--- src/rtl/key_pkg.sv ---
// Shared definitions for the push-button input block.
// Latency: n/a (types and an elaboration-time helper only).
// Backpressure: n/a.
//
// Contents:
//   key_state_t  per-key debounce/hold FSM encoding
//   clog2        counter width helper, never returns less than 1
package key_pkg;

  typedef enum logic [1:0] {
    IDLE       = 2'd0,
    PRESS_DB   = 2'd1,
    HELD       = 2'd2,
    RELEASE_DB = 2'd3
  } key_state_t;

  // Bits needed to hold the values 0 .. value-1. At least 1 bit, so that
  // a degenerate count of 1 or 2 still yields a legal vector width.
  function automatic int clog2(input longint unsigned value);
    int result;
    result = 1;
    for (int i = 1; i < 63; i++) begin
      if ((64'd1 << i) < value) begin
        result = i + 1;
      end
    end
    return result;
  endfunction

endpackage

--- src/rtl/key_channel.sv ---
// One push-button: 2-flop synchronizer, polarity normalize, debounce FSM, hold timer.
// Latency: press/release pulse DB_CYC+2 edges after the first edge sampling a clean change.
// Backpressure: none; outputs are free-running registered levels and 1-cycle pulses.
//
// Ports:
//   clock, n_reset  system clock, asynchronous active-low reset
//   key_raw         raw asynchronous button pin
//   level           debounced pressed level (1 = pressed)
//   press           1-cycle pulse when a press is accepted
//   released        1-cycle pulse when a release is accepted
//   long_press      1-cycle pulse when the hold reaches LONG_CYC cycles after press
module key_channel
  import key_pkg::*;
#(
  parameter int unsigned DB_CYC     = 2000000,
  parameter int unsigned LONG_CYC   = 100000000,
  parameter bit          ACTIVE_LOW = 1'b1
) (
  input  logic clock,
  input  logic n_reset,
  input  logic key_raw,
  output logic level,
  output logic press,
  output logic released,
  output logic long_press
);

  localparam int DB_W   = clog2(DB_CYC);
  localparam int HOLD_W = clog2(LONG_CYC);

  localparam logic [DB_W-1:0]   DB_LAST   = DB_W'(DB_CYC - 1);
  localparam logic [HOLD_W-1:0] HOLD_LAST = HOLD_W'(LONG_CYC - 1);
  localparam logic [HOLD_W-1:0] HOLD_ONE  = HOLD_W'(1);
  localparam logic [DB_W-1:0]   DB_ONE    = DB_W'(1);

  // Raw pin value when the button is not pressed.
  localparam logic IDLE_RAW = ACTIVE_LOW;

  logic sync_a;
  logic sync_b;
  logic pressed;

  key_state_t        state;
  key_state_t        state_nxt;
  logic [DB_W-1:0]   db_cnt;
  logic [DB_W-1:0]   db_cnt_nxt;
  logic [HOLD_W-1:0] hold_cnt;
  logic [HOLD_W-1:0] hold_cnt_nxt;
  logic [HOLD_W-1:0] hold_inc;
  logic              long_done;
  logic              long_done_nxt;
  logic              level_nxt;
  logic              press_nxt;
  logic              released_nxt;
  logic              long_nxt;

  // Synchronizer resets to the idle pin level so that reset release never
  // looks like a button edge.
  always_ff @(posedge clock or negedge n_reset) begin
    if (!n_reset) begin
      sync_a <= IDLE_RAW;
      sync_b <= IDLE_RAW;
    end else begin
      sync_a <= key_raw;
      sync_b <= sync_a;
    end
  end

  // Normalized: 1 means the button is physically pressed.
  assign pressed  = sync_b ^ IDLE_RAW;
  assign hold_inc = hold_cnt + HOLD_ONE;

  always_comb begin
    state_nxt     = state;
    db_cnt_nxt    = db_cnt;
    hold_cnt_nxt  = hold_cnt;
    long_done_nxt = long_done;
    level_nxt     = level;
    press_nxt     = 1'b0;
    released_nxt  = 1'b0;
    long_nxt      = 1'b0;

    case (state)
      IDLE: begin
        if (pressed) begin
          state_nxt  = PRESS_DB;
          db_cnt_nxt = '0;
        end
      end

      PRESS_DB: begin
        if (!pressed) begin
          // Too short to be a press: drop it silently.
          state_nxt = IDLE;
        end else if (db_cnt == DB_LAST) begin
          state_nxt     = HELD;
          press_nxt     = 1'b1;
          level_nxt     = 1'b1;
          hold_cnt_nxt  = '0;
          long_done_nxt = 1'b0;
        end else begin
          db_cnt_nxt = db_cnt + DB_ONE;
        end
      end

      HELD: begin
        if (!pressed) begin
          // Hold timer freezes while a possible release is being debounced.
          state_nxt  = RELEASE_DB;
          db_cnt_nxt = '0;
        end else if (!long_done) begin
          // The pulse is raised on the edge the counter lands on its last
          // value, so it appears LONG_CYC-1 cycles after the press pulse.
          // The press cycle itself starts at 0, so key_long can never
          // coincide with key_press.
          hold_cnt_nxt = hold_inc;
          if (hold_inc == HOLD_LAST) begin
            long_nxt      = 1'b1;
            long_done_nxt = 1'b1;
          end
        end
      end

      RELEASE_DB: begin
        if (pressed) begin
          // Release bounce: resume the same hold, timer and long flag intact.
          state_nxt = HELD;
        end else if (db_cnt == DB_LAST) begin
          state_nxt    = IDLE;
          released_nxt = 1'b1;
          level_nxt    = 1'b0;
        end else begin
          db_cnt_nxt = db_cnt + DB_ONE;
        end
      end

      default: begin
        state_nxt = IDLE;
      end
    endcase
  end

  always_ff @(posedge clock or negedge n_reset) begin
    if (!n_reset) begin
      state      <= IDLE;
      db_cnt     <= '0;
      hold_cnt   <= '0;
      long_done  <= 1'b0;
      level      <= 1'b0;
      press      <= 1'b0;
      released   <= 1'b0;
      long_press <= 1'b0;
    end else begin
      state      <= state_nxt;
      db_cnt     <= db_cnt_nxt;
      hold_cnt   <= hold_cnt_nxt;
      long_done  <= long_done_nxt;
      level      <= level_nxt;
      press      <= press_nxt;
      released   <= released_nxt;
      long_press <= long_nxt;
    end
  end

endmodule

--- src/rtl/key_input_ctrl.sv ---
// Board push-button block: NUM_KEYS independent debounced channels plus a press counter.
// Latency: pulses DB_CYC+2 edges after a clean input change; press_cnt one cycle after key_press.
// Backpressure: none; all outputs are registered and free-running.
//
// Ports:
//   clock, n_reset  system clock, asynchronous active-low reset
//   key_in          raw asynchronous button pins
//   key_level       debounced pressed level per key (1 = pressed)
//   key_press       1-cycle pulse per key on an accepted press
//   key_release     1-cycle pulse per key on an accepted release
//   key_long        1-cycle pulse per key when a hold reaches LONG_CYC
//   press_cnt       running total of accepted presses over all keys, wraps mod 2^CNT_W
module key_input_ctrl
  import key_pkg::*;
#(
  parameter int unsigned NUM_KEYS   = 4,
  parameter int unsigned DB_CYC     = 2000000,
  parameter int unsigned LONG_CYC   = 100000000,
  parameter bit          ACTIVE_LOW = 1'b1,
  parameter int unsigned CNT_W      = 8
) (
  input  logic                clock,
  input  logic                n_reset,
  input  logic [NUM_KEYS-1:0] key_in,
  output logic [NUM_KEYS-1:0] key_level,
  output logic [NUM_KEYS-1:0] key_press,
  output logic [NUM_KEYS-1:0] key_release,
  output logic [NUM_KEYS-1:0] key_long,
  output logic [CNT_W-1:0]    press_cnt
);

  logic [CNT_W-1:0] press_sum;

  for (genvar i = 0; i < NUM_KEYS; i++) begin : g_key
    key_channel #(
      .DB_CYC     (DB_CYC),
      .LONG_CYC   (LONG_CYC),
      .ACTIVE_LOW (ACTIVE_LOW)
    ) u_channel (
      .clock      (clock),
      .n_reset    (n_reset),
      .key_raw    (key_in[i]),
      .level      (key_level[i]),
      .press      (key_press[i]),
      .released   (key_release[i]),
      .long_press (key_long[i])
    );
  end

  // Popcount of the registered press pulses, so presses landing on several
  // keys in the same cycle are all counted.
  always_comb begin
    press_sum = '0;
    for (int i = 0; i < NUM_KEYS; i++) begin
      press_sum = press_sum + CNT_W'(key_press[i]);
    end
  end

  // Wraps silently modulo 2^CNT_W.
  always_ff @(posedge clock or negedge n_reset) begin
    if (!n_reset) begin
      press_cnt <= '0;
    end else begin
      press_cnt <= press_cnt + press_sum;
    end
  end

endmodule

--- config.mk ---
export PLATFORM = sky130hd
export DESIGN_NAME = key_input_ctrl
export DESIGN_NICKNAME = d
export VERILOG_FILES = /design/src/rtl/key_pkg.sv /design/src/rtl/key_channel.sv /design/src/rtl/key_input_ctrl.sv
export SDC_FILE = /design/constraint.sdc
export NUM_CORES = 1
export LEC_CHECK = 0
export CAP_MARGIN = 20
export CORE_MARGIN = 5
export CORE_UTILIZATION = 50
export CTS_BUF_LIST = sky130_fd_sc_hd__clkbuf_2
export DETAILED_ROUTE_END_ITERATION = 10
export PLACE_DENSITY = 0.66
export SLEW_MARGIN = 20
export SYNTH_ARGS = -nofsm -noshare
export SYNTH_HDL_FRONTEND = slang
export SYNTH_HIERARCHICAL = 1
export SYNTH_SLANG_ARGS = --single-unit
--- constraint.sdc ---
create_clock -name clock -period 6.6 [get_ports clock]
set_clock_uncertainty 0.05 [all_clocks]
set_input_delay 0.99 -clock clock [delete_from_list [all_inputs] [get_ports clock]]
set_output_delay 0.99 -clock clock [all_outputs]
set_load 0.02 [all_outputs]
Fig. 1: run 1, sizing map
Bar = 50 um.
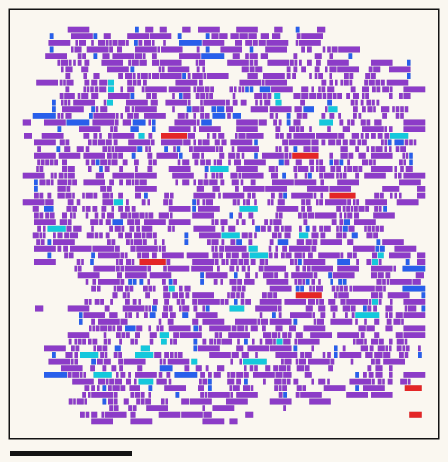
size	colour	cells	share
x2	blue	147	9.1%
x1 and smaller	purple	1425	88%
x3 and x4	cyan	33	2.0%
x6 and larger	red	7	0.43%
design area: 14800 um2
synthesis-to-finish area growth: 8.68%
setup ws final: 3.58 ns

Fig. 2: run 1, clock wires, drivers and flops
Bar = 50 um.
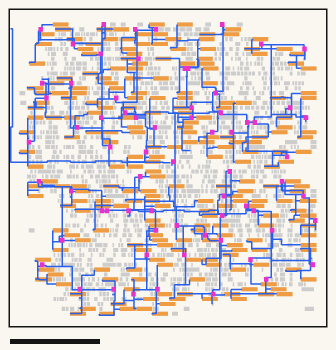
[clock-net drivers] magenta | count: 68
[flip-flops] orange | count: 236
[clock wires] blue | length: 3730 um
routed clock nets	69
clock share of power: 0.447
Latency at later pin: 0.85 ns

==> CHANGELOG.md, run 1 <==
### Physical design

* Status: finished clean
* R2r setup slk at 3.58 ns
* Post-Place Worst Slack at 3.54 ns
* Final Non-Filler Cells at 1955
* Top post-synthesis cells by count: dfrtp_1 (228), nor2_1 (177), o21ai_0 (159)
* Critical path data required time at 7.35 ns
* Signal inverters at 43
* WL/cell at 15.5 um
* CTS Hold Buffers Added at 0
* XOR Share, Synth at 0.0641
* Worst R2R End: g_key[3].u_channel/long_press
* Total Power at 2.79 mW
* First-pass GRT wire length at 52.6 mm
* Sequential share of cell area at 0.398
* Critical path depth at 6
* Cell area after placement at 14100 um2
* Synth top area cells: dfrtp_1 (42%), o21ai_0 (5.8%), nor2_1 (4.9%), xor2_1 (3.7%), nand2_1 (3.4%)
* Unrepaired setup endpoints after global routing: false
* Root buffer cell: clkbuf_2
* FP Util at 0.507
* Setup TNS at 0 ns
* H-tree levels at 3
* Reg2reg start: g_key[3].u_channel/hold_cnt[4]
* Mux area share at 0.00531
* Busiest grt layer: met2
* Tapcells at 341
* Setup crit start: g_key[3].u_channel/hold_cnt[4]
* Synth unique cells at 75
* Number of cells in Yosys stat at 1527
* Seq/Total Area, Yosys at 0.433
* Vias in the first global route at 10800
* Number of post-CTS setup repair buffers at 0
* Initial DRC Count at 1139
* Die X at 175 um
* Routability cong. at 0.866
* IO buf count at 29
* Logic share of the area at 0.486
* Commonest Layout Cell: dfrtp_1
* Post-synth ARST share at 1.00
* Log Warnings at 34
* P_leak at 6.22 nW
* Avg Vias per Cell at 5.89
* Largest Register: g_key.u_channel/hold_cnt
* Met1 Track Usage GR at 0.285
* Critical path buffers and inverters at 0
Fig. 3: run 1, clock wiring as the flow saved it
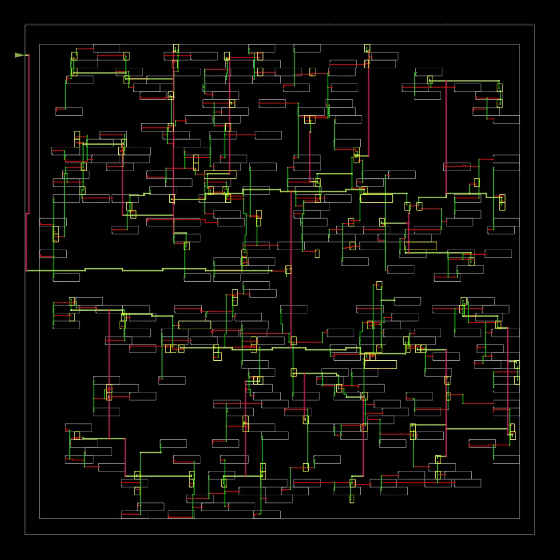
Flop Count: 236
Sink Count: 236
CTS Buf Count: 68
P_clk: 1.25 mW

[run 1: metal layers]
metal | up-vias | routed length, um
met1 | 5495 | 14400
met4 | 2 | 767
met2 | 268 | 13700
met3 | 64 | 1400
met5 | - | 13
li1 | 5694 | -
[run 1: report_power, final]
part	total, mW	switching [mW]	internal (mW)
Clock	1.25	0.636	0.611
Sequential	1.48	0.0152	1.46
Combinational	0.0675	0.0507	0.0168
[run 1: logic make-up (layout without fill, tap and decap cells)]
kind of cell	Yosys count	after routing
AND/OR/NAND/NOR	695	695
AND-OR/OR-AND	352	352
flip-flops	236	236
buffers and inverters	121	206
XOR/XNOR	100	100
adder cells (fa/ha/maj)	16	16
multiplexers	7	7
other	0	2
Fig. 4: run 1, sequential cells coloured by netlist name
Bar = 50 um. Other sequential cells in the stronger grey, the rest of the logic in the fainter grey.
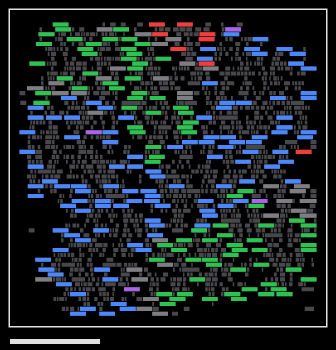

==> inputs of run 2 (changes only) <==
Clock period 6.6 ns to 2.8 ns, I/O delays scaled along.
Fig. 5: run 2, sequential cells coloured by netlist name
Bar = 50 um. Other sequential cells in the stronger grey, the rest of the logic in the fainter grey.
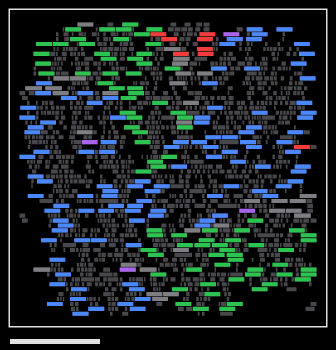
netlist name	colour	placed flops
g_key.u_channel/db_cnt	green	84
g_key.u_channel/long_press	purple	4
g_key.u_channel/hold_cnt	blue	108
press_cnt	red	8
not coloured	32
sequential share of cell area: 0.390
Register Area: 5920 um2

Fig. 6: run 2, clock wiring as the flow saved it
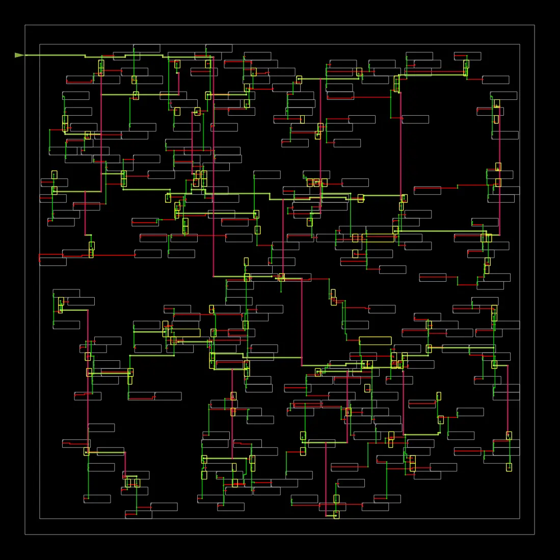
Latency at later pin: 0.86 ns
P_clk: 2.67 mW
clock buf count: 96
CTS Buf Count: 66

==> run 2 against run 1 <==
Net effect: critical endpoint is now g_key[0].u_channel/long_press; core utilization increased by 1.2 points; first-iteration DRC count shrank 27%; cell area is 2.1% higher.
==> CHANGELOG.md, run 2 <==
### Physical design

* First-pass GRT wire length at 53.0 mm
* IO buf count at 29
* Sw frac at 0.259
* R2r setup slk at 0.20 ns
* Clock share of power at 0.423
* Critical path buffers and inverters at 0
* Final Non-Filler Cells at 1997
* Top power group: registers
* Comb. pwr at 0.171 mW
* Post-Place Worst Slack at 0.209 ns
* Number of cells in Yosys stat at 1527
* Initial DRC Count at 827
* Top post-synthesis cells by count: dfrtp_1 (228), nor2_1 (177), o21ai_0 (159)
* Power of the sequential group at 3.48 mW
* P_leak at 6.41 nW
* Root buffer cell: clkbuf_2
* Status: finished clean
* Synth top area cells: dfrtp_1 (42%), o21ai_0 (5.8%), nor2_1 (4.9%), xor2_1 (3.7%), nand2_1 (3.4%)
* Sw Pwr at 1.64 mW
* Reg2reg start: g_key[0].u_channel/hold_cnt[1]
==> run 2: cell counts after synthesis <==
Identical to the previous run, type by type.
==> run 2: layout make-up <==
type / count / area share
antenna: 1 / 0.000165
clock buffer: 96 / 0.0317
clock inverter: 24 / 0.0113
inverter: 43 / 0.0106
multi-input combinational: 1170 / 0.477
sequential: 236 / 0.390
tap: 341 / 0.0281
timing repair buffer: 86 / 0.0510
==> run 2: what timing repair did <==
item                                    4_1_cts  5_1_grt
endpoints found under the hold margin       178        0
setup buffers                                 0        1
gates resized                                 0        5
endpoints found under the setup margin        0        7
hold buffers                                  5        0
==> run 2: routing by layer <==
metal,vias to the layer above,wire (um)
li1,5791,-
met1,5626,14800
met2,295,13900
met3,57,1620
met4,0,701
met5,-,0
No activity file was given, so power comes from the tool's default toggle rates.
